--- src/rtl/vga_pkg.sv ---
// Shared VGA timing constants and the motion controller state encoding.
// Latency: n/a (declarations only).
// Backpressure: n/a.
//
// Contents:
//   CNT_W, H_ACTIVE, V_ACTIVE  raster geometry used by the sprite logic
//   motion_state_t             per-frame update sequencer states
package vga_pkg;

  localparam int CNT_W    = 10;
  localparam int H_ACTIVE = 640;
  localparam int V_ACTIVE = 480;

  typedef enum logic [1:0] {
    IDLE   = 2'd0,
    WAIT   = 2'd1,
    CALC   = 2'd2,
    COMMIT = 2'd3
  } motion_state_t;

endpackage

--- src/rtl/vga_frame_tick.sv ---
// Detects the start of vertical blanking and emits a registered one-cycle frame tick.
// Latency: tick_o rises one clk after the counters reach (h=0, v=V_ACTIVE).
// Backpressure: none; free-running, follows the raster counters.
//
// Ports:
//   clk, rst_n     pixel clock, async active-low reset
//   h_cnt_i        horizontal counter
//   v_cnt_i        vertical counter
//   tick_next_o    combinational: tick_o will be high next cycle
//   tick_o         registered one-cycle frame tick
module vga_frame_tick #(
  parameter int CNT_W    = 10,
  parameter int V_ACTIVE = 480
) (
  input  logic             clk,
  input  logic             rst_n,
  input  logic [CNT_W-1:0] h_cnt_i,
  input  logic [CNT_W-1:0] v_cnt_i,
  output logic             tick_next_o,
  output logic             tick_o
);

  localparam logic [CNT_W-1:0] V_TICK = CNT_W'(V_ACTIVE);

  logic match;
  logic match_q;
  logic tick_q;

  assign match = (h_cnt_i == '0) && (v_cnt_i == V_TICK);

  // Only the first cycle of a match counts, so counters that stall on the
  // tick point still produce a single pulse instead of a stuck-high tick.
  assign tick_next_o = match & ~match_q;

  always_ff @(posedge clk or negedge rst_n) begin
    if (!rst_n) begin
      match_q <= 1'b0;
      tick_q  <= 1'b0;
    end else begin
      match_q <= match;
      tick_q  <= tick_next_o;
    end
  end

  assign tick_o = tick_q;

endmodule

--- src/rtl/sprite_motion_ctrl.sv ---
// Owns the sprite position; applies latched button moves or autonomous bounce once per frame in vblank.
// Latency: posX/posY/hit_edge update 2 clk after the frame_tick cycle.
// Backpressure: none; button edges are held sticky until the next commit consumes them.
//
// Ports:
//   clk, reset                         pixel clock, async active-low reset
//   hCounter, vCounter                 raster counters from the sync generator
//   btn_up/down/left/right             level move requests, synchronous to clk
//   auto_en                            1 = bounce autonomously on axes without a manual request
//   posX, posY                         registered sprite position
//   frame_tick                         one-cycle pulse at the start of vertical blanking
//   hit_edge                           one-cycle pulse when a commit clamped on either axis
module sprite_motion_ctrl #(
  parameter int CNT_W    = vga_pkg::CNT_W,
  parameter int H_ACTIVE = vga_pkg::H_ACTIVE,
  parameter int V_ACTIVE = vga_pkg::V_ACTIVE,
  parameter int SPRITE_W = 32,
  parameter int SPRITE_H = 32,
  parameter int STEP     = 4,
  parameter int X_INIT   = 200,
  parameter int Y_INIT   = 300
) (
  input  logic             clk,
  input  logic             reset,
  input  logic [CNT_W-1:0] hCounter,
  input  logic [CNT_W-1:0] vCounter,
  input  logic             btn_up,
  input  logic             btn_down,
  input  logic             btn_left,
  input  logic             btn_right,
  input  logic             auto_en,
  output logic [CNT_W-1:0] posX,
  output logic [CNT_W-1:0] posY,
  output logic             frame_tick,
  output logic             hit_edge
);

  import vga_pkg::*;

  // Signed arithmetic is one bit wider than the position so that a step
  // below zero is visible as a negative value rather than wrapping.
  localparam logic signed [CNT_W:0] STEP_S = (CNT_W+1)'(STEP);
  localparam logic signed [CNT_W:0] X_MAX  = (CNT_W+1)'(H_ACTIVE - SPRITE_W);
  localparam logic signed [CNT_W:0] Y_MAX  = (CNT_W+1)'(V_ACTIVE - SPRITE_H);

  // Result word per axis: {flip_dir, hit, new_pos}
  localparam int RES_W = CNT_W + 2;

  // Request bit positions in the pending vector
  localparam int B_UP    = 3;
  localparam int B_DOWN  = 2;
  localparam int B_LEFT  = 1;
  localparam int B_RIGHT = 0;

  // ---------------------------------------------------------------------------
  // Per-axis next position and clamp.
  //   req_neg/req_pos : latched manual requests toward smaller/larger values
  //   auto_on         : autonomous motion enabled (sampled in CALC)
  //   dir_neg         : current autonomous direction, 1 = toward zero
  // A manual request (including both opposite bits, which cancel) owns the
  // axis for this frame, so only an auto-driven clamp reverses direction.
  // ---------------------------------------------------------------------------
  function automatic logic [RES_W-1:0] axis_next(
    input logic [CNT_W-1:0]        pos,
    input logic                    req_neg,
    input logic                    req_pos,
    input logic                    auto_on,
    input logic                    dir_neg,
    input logic signed [CNT_W:0]   max_v
  );
    logic signed [CNT_W:0] delta;
    logic signed [CNT_W:0] sum;
    logic                  manual;
    logic                  hit;
    logic                  flip;
    logic [CNT_W-1:0]      res;

    manual = req_neg | req_pos;
    delta  = '0;
    if (manual) begin
      if (req_neg && !req_pos) begin
        delta = -STEP_S;
      end else if (req_pos && !req_neg) begin
        delta = STEP_S;
      end
    end else if (auto_on) begin
      delta = dir_neg ? -STEP_S : STEP_S;
    end

    sum = $signed({1'b0, pos}) + delta;
    hit = 1'b0;
    res = sum[CNT_W-1:0];
    if (sum < 0) begin
      res = '0;
      hit = 1'b1;
    end else if (sum > max_v) begin
      res = max_v[CNT_W-1:0];
      hit = 1'b1;
    end

    flip = hit & ~manual & auto_on;
    return {flip, hit, res};
  endfunction

  // ---------------------------------------------------------------------------
  // Frame tick
  // ---------------------------------------------------------------------------
  logic tick_next;

  vga_frame_tick #(
    .CNT_W    (CNT_W),
    .V_ACTIVE (V_ACTIVE)
  ) u_frame_tick (
    .clk         (clk),
    .rst_n       (reset),
    .h_cnt_i     (hCounter),
    .v_cnt_i     (vCounter),
    .tick_next_o (tick_next),
    .tick_o      (frame_tick)
  );

  // ---------------------------------------------------------------------------
  // Sequencer. It advances on tick_next so that CALC is the frame_tick cycle
  // and COMMIT the one after; the new position is then visible two cycles
  // after frame_tick, well inside vertical blanking.
  // ---------------------------------------------------------------------------
  motion_state_t state_q, state_d;
  logic          calc_en;
  logic          commit_en;

  always_ff @(posedge clk or negedge reset) begin
    if (!reset) begin
      state_q <= IDLE;
    end else begin
      state_q <= state_d;
    end
  end

  always_comb begin
    state_d = state_q;
    case (state_q)
      // The first tick after reset only synchronises to the raster.
      IDLE:    if (tick_next) state_d = WAIT;
      WAIT:    if (tick_next) state_d = CALC;
      CALC:    state_d = COMMIT;
      COMMIT:  state_d = WAIT;
      default: state_d = IDLE;
    endcase
  end

  always_comb begin
    calc_en   = (state_q == CALC);
    commit_en = (state_q == COMMIT);
  end

  // ---------------------------------------------------------------------------
  // Request latch. Only the bits that CALC actually consumed are cleared at
  // COMMIT, so an edge arriving during CALC or COMMIT survives to next frame.
  // ---------------------------------------------------------------------------
  logic [3:0] btn_now;
  logic [3:0] btn_q;
  logic [3:0] pend_q, pend_d;
  logic [3:0] used_q;

  assign btn_now = {btn_up, btn_down, btn_left, btn_right};

  always_comb begin
    pend_d = pend_q;
    if (commit_en) begin
      pend_d = pend_d & ~used_q;
    end
    pend_d = pend_d | (btn_now & ~btn_q);
  end

  always_ff @(posedge clk or negedge reset) begin
    if (!reset) begin
      btn_q  <= '0;
      pend_q <= '0;
    end else begin
      btn_q  <= btn_now;
      pend_q <= pend_d;
    end
  end

  // ---------------------------------------------------------------------------
  // CALC: evaluate both axes and hold the results for COMMIT.
  // ---------------------------------------------------------------------------
  logic [CNT_W-1:0] pos_x_q, pos_y_q;
  logic             dir_x_q, dir_y_q;   // 1 = moving toward zero
  logic [RES_W-1:0] res_x_d, res_y_d;
  logic [RES_W-1:0] res_x_q, res_y_q;
  logic             hit_q;

  always_comb begin
    res_x_d = axis_next(pos_x_q, pend_q[B_LEFT], pend_q[B_RIGHT], auto_en, dir_x_q, X_MAX);
    res_y_d = axis_next(pos_y_q, pend_q[B_UP],   pend_q[B_DOWN],  auto_en, dir_y_q, Y_MAX);
  end

  always_ff @(posedge clk or negedge reset) begin
    if (!reset) begin
      res_x_q <= '0;
      res_y_q <= '0;
      used_q  <= '0;
    end else if (calc_en) begin
      res_x_q <= res_x_d;
      res_y_q <= res_y_d;
      used_q  <= pend_q;
    end
  end

  // ---------------------------------------------------------------------------
  // COMMIT: publish position, pulse hit_edge, reverse bounced axes.
  // ---------------------------------------------------------------------------
  always_ff @(posedge clk or negedge reset) begin
    if (!reset) begin
      pos_x_q <= CNT_W'(X_INIT);
      pos_y_q <= CNT_W'(Y_INIT);
      dir_x_q <= 1'b0;
      dir_y_q <= 1'b0;
      hit_q   <= 1'b0;
    end else begin
      hit_q <= commit_en & (res_x_q[CNT_W] | res_y_q[CNT_W]);
      if (commit_en) begin
        pos_x_q <= res_x_q[CNT_W-1:0];
        pos_y_q <= res_y_q[CNT_W-1:0];
        dir_x_q <= dir_x_q ^ res_x_q[CNT_W+1];
        dir_y_q <= dir_y_q ^ res_y_q[CNT_W+1];
      end
    end
  end

  assign posX     = pos_x_q;
  assign posY     = pos_y_q;
  assign hit_edge = hit_q;

endmodule

--- config.mk ---
export PLATFORM = sky130hd
export DESIGN_NAME = sprite_motion_ctrl
export DESIGN_NICKNAME = d
export VERILOG_FILES = /design/src/rtl/vga_pkg.sv /design/src/rtl/vga_frame_tick.sv /design/src/rtl/sprite_motion_ctrl.sv
export SDC_FILE = /design/constraint.sdc
export NUM_CORES = 1
export LEC_CHECK = 0
export CAP_MARGIN = 10
export CORE_MARGIN = 2
export CORE_UTILIZATION = 40
export DETAILED_ROUTE_END_ITERATION = 6
export GPL_ROUTABILITY_DRIVEN = 0
export PLACE_DENSITY = 0.59
export SYNTH_ARGS = -nofsm -noshare
export SYNTH_HDL_FRONTEND = slang
export SYNTH_HIERARCHICAL = 1
export SYNTH_SLANG_ARGS = --single-unit
--- constraint.sdc ---
create_clock -name clk -period 8.3 [get_ports clk]
set_input_delay 0.83 -clock clk [delete_from_list [all_inputs] [get_ports clk]]
set_output_delay 0.83 -clock clk [all_outputs]
set_load 0.02 [all_outputs]
### Power grid

Pins as bars on the die edge.
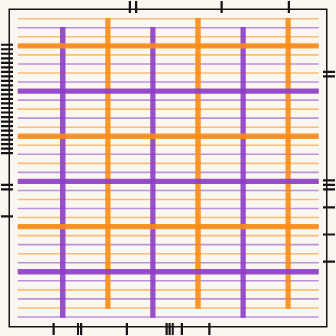
Key: purple = VSS; orange = VDD
6 straps on met5. 6 straps on met4. 34 met1 rails follow the rows. 49 signal pins sit on the boundary.

### Placed cells, one colour a class

Scale bar: 20 microns.
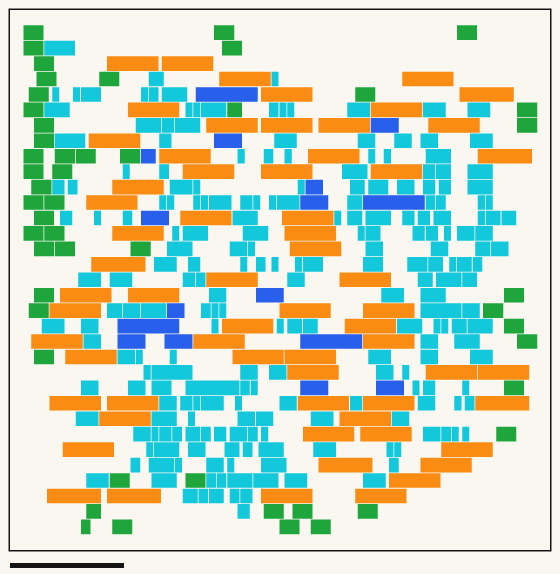
Key: blue = clock drivers and dummy loads [cells 16, share of their area 6.6%]; cyan = combinational and other logic [cells 224, share of their area 42%]; orange = flops [cells 63, share of their area 39%]; green = other buffers and delay cells [cells 50, share of their area 12%]

==> reports/metrics.yaml <==
chipHeight_microns: 95.1
synth.net_count: 348
pwr.group.combinational_w: 0.000128
cp_data_required_time_ns: 8.57
fin_worst_hold_slack_ns: 0.422
layout_min_cycle_time_ns: 3.71
power.sequential.total_w: 0.000336
clockNetworkPower_w: 0.000355
drv.max_cap_violation_count: 0
post_route_cells_drive_above_1_share: 0.159
topRoutingLayerUsed: "met4"
largest_cell_class: "multi-input combinational cells"
wirelength_met1_microns: 3060
holdPathStages: 1
postSynthCellCount: 294
layout.buffer.nonclock.area_share: 0.117
synth-edff-count: 0
power.share.sequential: 0.410
global_route.usage.met3: 0.0514
yosys-dominant-comb-family: "AND-OR/OR-AND gates"
finClkSkew_ns: 0.0127
synth.lib_cells_used.distinct: 51
number_of_global_route_vias_before_repair: 2421
top_cell_type_by_instance_count_after_synthesis: "sky130_fd_sc_hd__dfrtp_1"
netSwitchingFraction: 0.252
numCtsBuffers: 9
critPathMaxStageDelay_ns: 0.48
drt_drc_violations_left: 0
outcome: "finished, final reports clean"
critical_path.max_fanout: 8
postSynthSeqShare: 0.477
postCtsSetupBuffers: 0
most_used_routing_layer_in_global_routing: "met2"
max_slew.worst_pin.slew_ns: 0.778
### Clock distribution

Scale bar: 20 microns.
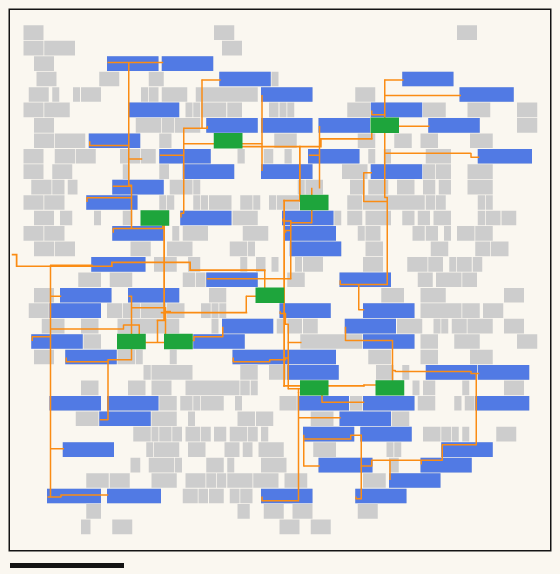
Key: blue = flip-flops [count 63]; orange = clock wires [length 835 microns]; green = clock drivers [count 9]
There are 10 routed clock nets. Position of the flops: widely spread.

### Metal layers overlaid

Two of the layers only.
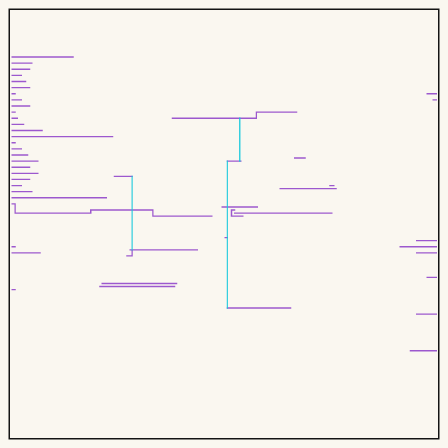
Key: cyan = metal 4 [wire length 58.5 microns]; purple = metal 3 [wire length 361 microns]

